$ cat config.mk
export PLATFORM = sky130hd
export DESIGN_NAME = sync_fifo_wr_arb
export DESIGN_NICKNAME = d
export VERILOG_FILES = /design/src/rtl/sync_fifo_wr_arb_pkg.sv /design/src/rtl/sync_fifo_wr_arb_rr_pick.sv /design/src/rtl/sync_fifo_wr_arb.sv
export SDC_FILE = /design/constraint.sdc
export NUM_CORES = 1
export LEC_CHECK = 0
export ABC_AREA = 1
export CORE_UTILIZATION = 32
export CTS_CLUSTER_SIZE = 12
export DETAILED_ROUTE_END_ITERATION = 10
export HOLD_SLACK_MARGIN = 0.15
export PLACE_DENSITY = 0.88
export SETUP_SLACK_MARGIN = 0.1
export SLEW_MARGIN = 20
export SYNTH_ARGS = -nofsm -noshare
export SYNTH_HDL_FRONTEND = slang
export SYNTH_SLANG_ARGS = --single-unit
$ cat constraint.sdc
create_clock -name clk -period 2.3 [get_ports clk]
set_input_delay 0.69 -clock clk [delete_from_list [all_inputs] [get_ports clk]]
set_output_delay 0.69 -clock clk [all_outputs]
set_load 0.005 [all_outputs]
$ cat src/rtl/sync_fifo_wr_arb_pkg.sv
// Shared definitions for the FIFO write-side arbiter: state encoding,
// legacy delay constant and the width helper used to size index/counter fields.
package sync_fifo_wr_arb_pkg;

  // Delay constant kept for compatibility with older flop models in the codebase.
  localparam int DLY = 1;

  // Arbiter states: IDLE arbitrates, BURST streams words from the current owner.
  typedef enum logic [0:0] {
    IDLE  = 1'b0,
    BURST = 1'b1
  } arb_state_e;

  // Number of bits needed to hold the unsigned value 'value' (never less than 1).
  function automatic int get_width(input int value);
    int w;
    w = 1;
    for (int i = 1; i < 31; i++) begin
      if ((value >> i) != 0) begin
        w = i + 1;
      end
    end
    return w;
  endfunction

endpackage

$ cat src/rtl/sync_fifo_wr_arb_rr_pick.sv
// Combinational round-robin picker: returns the first set request bit found
// searching upward from rr_ptr with wrap-around. rr_ptr has highest priority.
// Kept generic so read-side schedulers can reuse it.
module rr_pick #(
  parameter int N = 4,
  parameter int W = 2
) (
  input  logic [N-1:0] req,
  input  logic [W-1:0] rr_ptr,
  output logic         valid,
  output logic [W-1:0] winner
);

  // Scan all N positions starting at rr_ptr; the first hit wins.
  always_comb begin
    int           idx;
    logic [W-1:0] cand;
    valid  = 1'b0;
    winner = '0;
    idx    = 0;
    cand   = '0;
    for (int i = 0; i < N; i++) begin
      idx = int'(rr_ptr) + i;
      if (idx >= N) begin
        idx = idx - N;
      end
      cand = W'(idx);
      if (!valid && req[cand]) begin
        valid  = 1'b1;
        winner = cand;
      end
    end
  end

endmodule

$ cat src/rtl/sync_fifo_wr_arb.sv
// Round-robin, burst-aware write arbiter sharing one sync_fifo write port
// among N_REQ producers. An owner keeps the port for up to MAX_BURST accepted
// words or until it drops its request; a one-cycle IDLE gap separates owners.
module sync_fifo_wr_arb
  import sync_fifo_wr_arb_pkg::*;
#(
  parameter int N_REQ     = 4,
  parameter int DATA_W    = 32,
  parameter int MAX_BURST = 8,
  localparam int OWN_W    = get_width(N_REQ - 1),
  localparam int CNT_W    = get_width(MAX_BURST)
) (
  input  logic                    clk,
  input  logic                    rst_n,
  input  logic [N_REQ-1:0]        req,
  input  logic [N_REQ*DATA_W-1:0] wdata,
  output logic [N_REQ-1:0]        gnt,
  output logic                    fifo_wreq,
  output logic [DATA_W-1:0]       fifo_wdata,
  input  logic                    fifo_full,
  output logic [OWN_W-1:0]        owner,
  output logic                    busy
);

  arb_state_e         state_q, state_d;
  logic [OWN_W-1:0]   owner_q, owner_d;
  logic [OWN_W-1:0]   rr_ptr_q, rr_ptr_d;
  logic [CNT_W-1:0]   burst_cnt_q, burst_cnt_d;

  logic               pick_valid;
  logic [OWN_W-1:0]   pick_winner;
  logic [DATA_W-1:0]  slices [N_REQ];
  logic               accept;
  logic               burst_exit;

  rr_pick #(
    .N (N_REQ),
    .W (OWN_W)
  ) u_rr_pick (
    .req    (req),
    .rr_ptr (rr_ptr_q),
    .valid  (pick_valid),
    .winner (pick_winner)
  );

  // Unpack the flattened producer bus so the owner's word can be indexed directly.
  always_comb begin
    for (int i = 0; i < N_REQ; i++) begin
      slices[i] = wdata[i*DATA_W +: DATA_W];
    end
  end

  // The owner's slice is presented to the FIFO whether or not it is granted.
  always_comb begin
    fifo_wdata = slices[owner_q];
  end

  // Next-state, grant and write-strobe logic for the IDLE/BURST controller.
  always_comb begin
    state_d     = state_q;
    owner_d     = owner_q;
    rr_ptr_d    = rr_ptr_q;
    burst_cnt_d = burst_cnt_q;
    gnt         = '0;
    fifo_wreq   = 1'b0;
    accept      = 1'b0;
    burst_exit  = 1'b0;

    case (state_q)
      IDLE: begin
        if (pick_valid) begin
          owner_d     = pick_winner;
          burst_cnt_d = '0;
          state_d     = BURST;
        end
      end

      BURST: begin
        accept       = req[owner_q] & ~fifo_full;
        gnt[owner_q] = accept;
        fifo_wreq    = accept;

        if (!req[owner_q]) begin
          burst_exit = 1'b1;
        end else if (accept) begin
          if (burst_cnt_q == CNT_W'(MAX_BURST - 1)) begin
            burst_exit = 1'b1;
          end else begin
            burst_cnt_d = burst_cnt_q + CNT_W'(1);
          end
        end

        if (burst_exit) begin
          state_d     = IDLE;
          burst_cnt_d = '0;
          rr_ptr_d    = (owner_q == OWN_W'(N_REQ - 1)) ? '0 : owner_q + OWN_W'(1);
        end
      end

      default: begin
        state_d = IDLE;
      end
    endcase
  end

  // State registers; reset drops the FSM to IDLE so gnt/fifo_wreq fall at once.
  always_ff @(posedge clk or negedge rst_n) begin
    if (!rst_n) begin
      state_q     <= IDLE;
      owner_q     <= '0;
      rr_ptr_q    <= '0;
      burst_cnt_q <= '0;
    end else begin
      state_q     <= state_d;
      owner_q     <= owner_d;
      rr_ptr_q    <= rr_ptr_d;
      burst_cnt_q <= burst_cnt_d;
    end
  end

  assign owner = owner_q;
  assign busy  = (state_q == BURST);

endmodule

### I/O nets highlighted

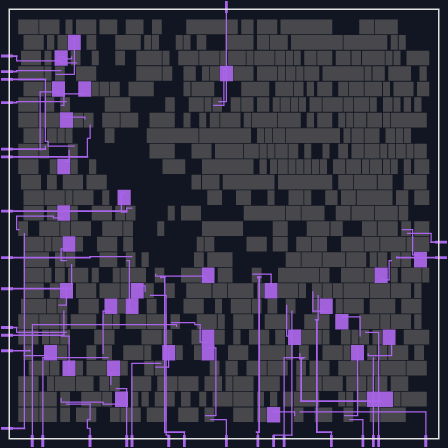
legend:
  fifo_wdata:
    colour: purple
    bits: 32
    direction: output
    edge: 16 bottom, 13 left, 2 right, 1 top
    end_cells: 32
    wire: 817 um
Port-buffer cells: 174
num ports: 175

### Metal 2

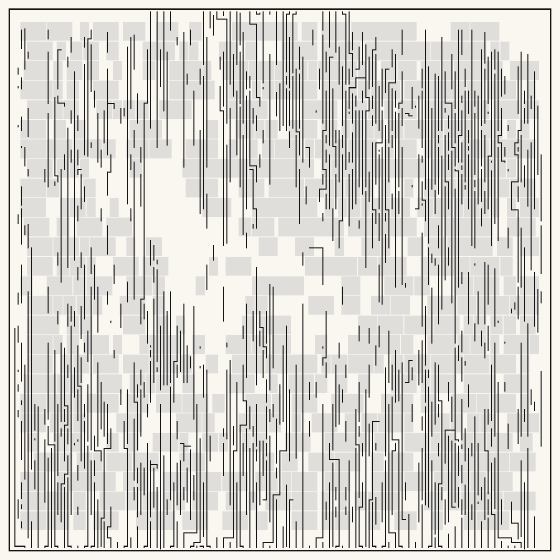
wire length on this layer: 4600 um
longest straight run: 34.2 um
nets with wire on the layer: 508
share of all routed wire: 51%
main direction: vertical
total wire length after detailed routing: 8970 um
met2 Use GR: 56.1%

### Placement by cell class

Fill, decap, tap and diode cells in grey.
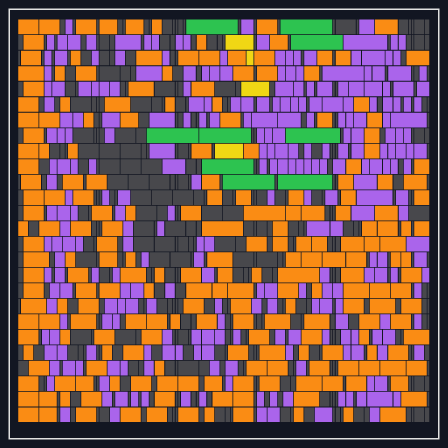
legend:
  remaining buffers and delay cells:
    colour: orange
    cells: 213
  registers:
    colour: green
    cells: 9
  remaining logic cells:
    colour: purple
    cells: 277
  clock drivers and dummy loads:
    colour: yellow
    cells: 4
fraction of standard cell area that is sequential: 5.98%
core footprint: 0.00511 mm^2

### Met3 routing

Scale bar: 20 um.
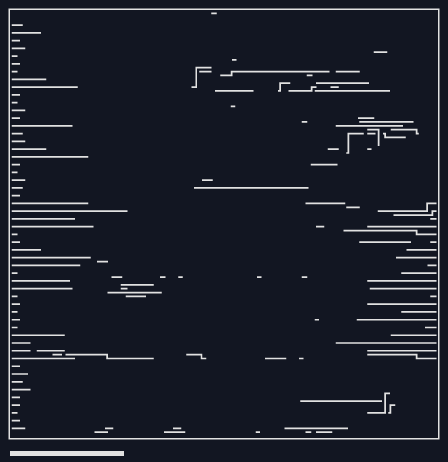
share of all routed wire: 7.5%
nets with wire on the layer: 113
main direction: horizontal
wire length on this layer: 669 um
M3 GR Usage: 6.29%
routed via count: 2946

### Placed standard cells

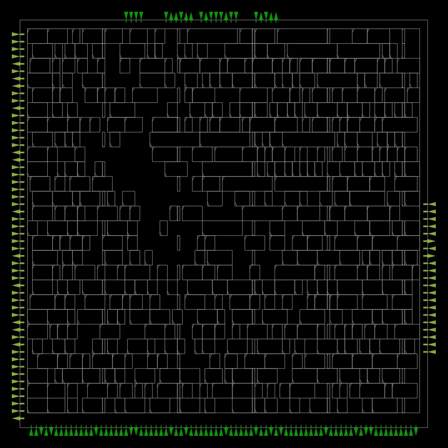
total number of sequential cells: 9
number of tapcells: 70
Filler Cells Inserted: 416
row cnt: 26
non-filler instance count after layout: 573

==> impl_metrics.csv <==
group,metric,value,unit
critical_path,rr_endpoint,"burst_cnt_q[1]$_DFFE_PN0P_",
synth,yosysCellCount,307,
critical_path,critical_path.max_fanout,1,
critical_path,worst_path_max_delay_cell,"sky130_fd_sc_hd__clkdlybuf4s50_1",
global_routing,grt_max_degree,39,
synth,most_common_cell,"sky130_fd_sc_hd__nor2_1",
layout,drive_above_1_share,24.9,%
final_timing,share_of_the_clock_period_used_by_the_worst_path,96.9,%
job,count_of_tool_warnings,31,
pwr,internal-power,1.96,mW
synth,yosys-top-cells-area,"sky130_fd_sc_hd__o21ai_0 (19%), sky130_fd_sc_hd__nor2_1 (16%), sky130_fd_sc_hd__dfrtp_1 (13%)",
critical_path,worstPathRequired,1610,ps
critical_path,timing.critical_path.from_type,"input port",
layout,final_nets,644,
final_timing,setup_violations,0,
synth,ys_area,0.00171,mm^2
critical_path,crit_path_end_kind,"output port",
global_routing,number_of_global_route_vias_before_repair,2818,
clocking,cts.hold.buffers_added,0,
clocking,cts_inserted_buffers,3,
critical_path,critPathKind,"input port to output port",
global_routing,globalRouteOverflowTotal,0,
critical_path,cp.arrival,1540,ps
synth,synth-edff-count,0,
hold_path,holdPathEnd,"burst_cnt_q[0]$_DFFE_PN0P_",
synth,syn-num-nets,447,
clocking,clk_transition_reported_paths,40,ps
pwr,vdd_ir_drop_max,0.531,mV
synth,top_area_cell,"sky130_fd_sc_hd__o21ai_0",
synth,ff_type,"sky130_fd_sc_hd__dfrtp_1",
critical_path,r2r-start,"owner[0]$_DFFE_PN0P_",
route,first_pass_iters,4,
critical_path,ff2ff_setup_slack,160,ps
hold_path,start_point_of_the_worst_hold_path,"burst_cnt_q[0]$_DFFE_PN0P_",
pwr,clock_power_share,4.6,%
synth,postSynth.asyncResetShare,100,%
route,drc_errors,0,
critical_path,r2r.worst_path.cells,14,
die,die_width,75.1,um
critical_path,cp_slowest_stage_delay,470,ps
synth,netlist.area_leader.share,19.3,%
critical_path,crit_chain,"clkdlybuf4s50_1 -> o21ai_1 -> o22ai_1 -> buf_2",
route,route.detailed.vias_per_inst,5.14,
hold_path,worstHoldPathCells,2,
clocking,clockBufferDepth,2,
clocking,tritoncts_clock_tree,"built",
pwr,pwr-share-seq,8.2,%
final_timing,timing.clock.skew,4.34,ps
placement,finalWeightedCongestion,0.869,
final_timing,report.final.slew_viol_count,0,
pwr,p_leak,1.90,nW
die,chip_area,0.00563,mm^2
final_timing,fmax,449,MHz
critical_path,timing.critical_path.from,"wdata[65]",
layout,antennaDiodeCount,0,
global_routing,grt_first_pass_wirelength,13100,um
synth,netlist_top_cells_count,"sky130_fd_sc_hd__nor2_1 (75), sky130_fd_sc_hd__o21ai_0 (66), sky130_fd_sc_hd__nand2_1 (45), sky130_fd_sc_hd__o22ai_1 (32), sky130_fd_sc_hd__clkbuf_1 (12)",
placement,detailedPlacementHpwl,6570,um
layout,post_synthesis_to_final_layout_area_growth,123,%
final_timing,fin_worst_hold_slack,541,ps
synth,post_synth_inst_count,307,
synth,synthesis.area,0.00171,mm^2
final_timing,timing_worst_slew_pin_value,441,ps
final_timing,grt_setup_unrepaired,"yes",
final_timing,time_the_worst_path_needs_with_i_o_delays_and_setup,2230,ps
global_routing,antenna_violations_before_repair,0,
pwr,switching_share,51.3,%
pwr,tot_pwr,4.03,mW
pwr,net_switching,2.07,mW
synth,synth_sequential_area_ratio,13.2,%
route,antenna_left,0,
final_timing,timing_hold_violations_final,0,
synth,synthesis.area_per_instance,5.56,um^2
status,status,"finished clean",
clocking,cts.htree.levels,1,
final_timing,worst_slew_margin_rel,70.6,%
pwr,power_density,1060,mW/mm^2
synth,synth.yosys.warnings,0,
route,iteration_0_drc_markers,134,
hold_path,timing.hold.worst.class,"flip-flop to flip-flop",
clocking,tritoncts_num_sinks,9,
die,initCoreUtil,33.4,%
clocking,clock_tree.root_cell,"sky130_fd_sc_hd__clkbuf_8",
global_routing,gr-usage-all-layers,30.1,%
clocking,insertion_delay,230,ps
pwr,power.share.combinational,87.2,%
synth,synth_flops,9,
job,drv_cap,0,
route,routed_wire_length_per_instance,15.6,um
die,die_y,75.1,um
synth,number_of_distinct_library_cells_after_synthesis,28,
timing repair:
action / in CTS / in global routing
setup endpoints to repair: 37 / 40
setup buffers: 20 / 1
gates resized: 202 / 73
pin swaps: 25 / 37
power by group through the flow:
stage / clock network (mW) / registers (mW) / logic (mW)
2_1_floorplan: 0 / 0.296 / 1.73
3_3_place_gp: 0 / 0.301 / 3.33
3_5_place_dp: 0 / 0.306 / 3.41
4_1_cts: 0.189 / 0.309 / 3.31
5_1_grt: 0.200 / 0.339 / 3.86
6_report: 0.185 / 0.332 / 3.52
through the flow:
stage / setup TNS, ps / instance area [um^2] / std cells / setup WS, ps / util, %
3_3_place_gp: -12600 / 3630 / 550 / -710 / 71.1
6_report: 0 / 3800 / 573 / 71.1 / 74.5
2_1_floorplan: 0 / 1710 / 307 / 367 / -
4_1_cts: 0 / 3670 / 574 / 56.5 / 71.9
3_5_place_dp: -13380 / 3630 / 550 / -783 / 71.1
5_1_grt: -5.64 / 3800 / 573 / -5.64 / 74.5
sequential cells by signal, summed over array words and instances (netlist names):
signal / count
owner: 2
burst_cnt_q: 4
rr_ptr_q: 2
busy: 1
critical path, delay by kind of cell:
family / cells / cell delay, ps
buf+inv: 2 / 630
compound gates: 2 / 230
worst max path at each step:
stage          slack (ps)  cells past startpoint             to
4_1_cts                60                      4  fifo_wdata[9]
5_1_grt                -6                      9         gnt[0]
3_3_place_gp         -710                      8         gnt[2]
2_1_floorplan         370                      6         gnt[0]
3_5_place_dp         -780                      8         gnt[2]
6_report               70                      4  fifo_wdata[1]
final cells by class:
type,count,area [um^2],area share (%)
multi-input cells,262,1430,37.5
flip-flops and latches,9,228,5.98
inverters,15,61.3,1.61
clock buffers,4,45.0,1.18
well taps,70,87.6,2.30
repair buffers,213,1960,51.4
placed cells by master (no fill, tap or decap), types with 13 or more instances in the layout:
cell	Yosys	layout
sky130_fd_sc_hd__nor2_1	75	70
sky130_fd_sc_hd__dlymetal6s2s_1	0	23
sky130_fd_sc_hd__o21ai_0	66	23
sky130_fd_sc_hd__buf_4	0	30
sky130_fd_sc_hd__buf_2	7	36
sky130_fd_sc_hd__nand2_2	8	13
sky130_fd_sc_hd__nand2_1	45	37
sky130_fd_sc_hd__o21ai_1	0	41
sky130_fd_sc_hd__clkdlybuf4s50_1	0	98
sky130_fd_sc_hd__o22ai_1	32	31
layer usage:
layer,up-vias,track usage (%),wire (um)
met3,36,6.29,669
li1,1448,-,-
met4,0,14.0,352
met1,1297,32.4,3350
met5,-,0,0
met2,165,56.1,4600
cell families after synthesis:
family / count (synthesis) / share of synthesized area [%]
buf+inv: 36 / 8.86
simple gates: 153 / 40.7
xor+xnor: 1 / 0.513
flops: 9 / 13.2
compound gates: 103 / 33.0
fa+ha+maj: 5 / 3.66
No activity file was given, so power comes from the tool's default toggle rates.
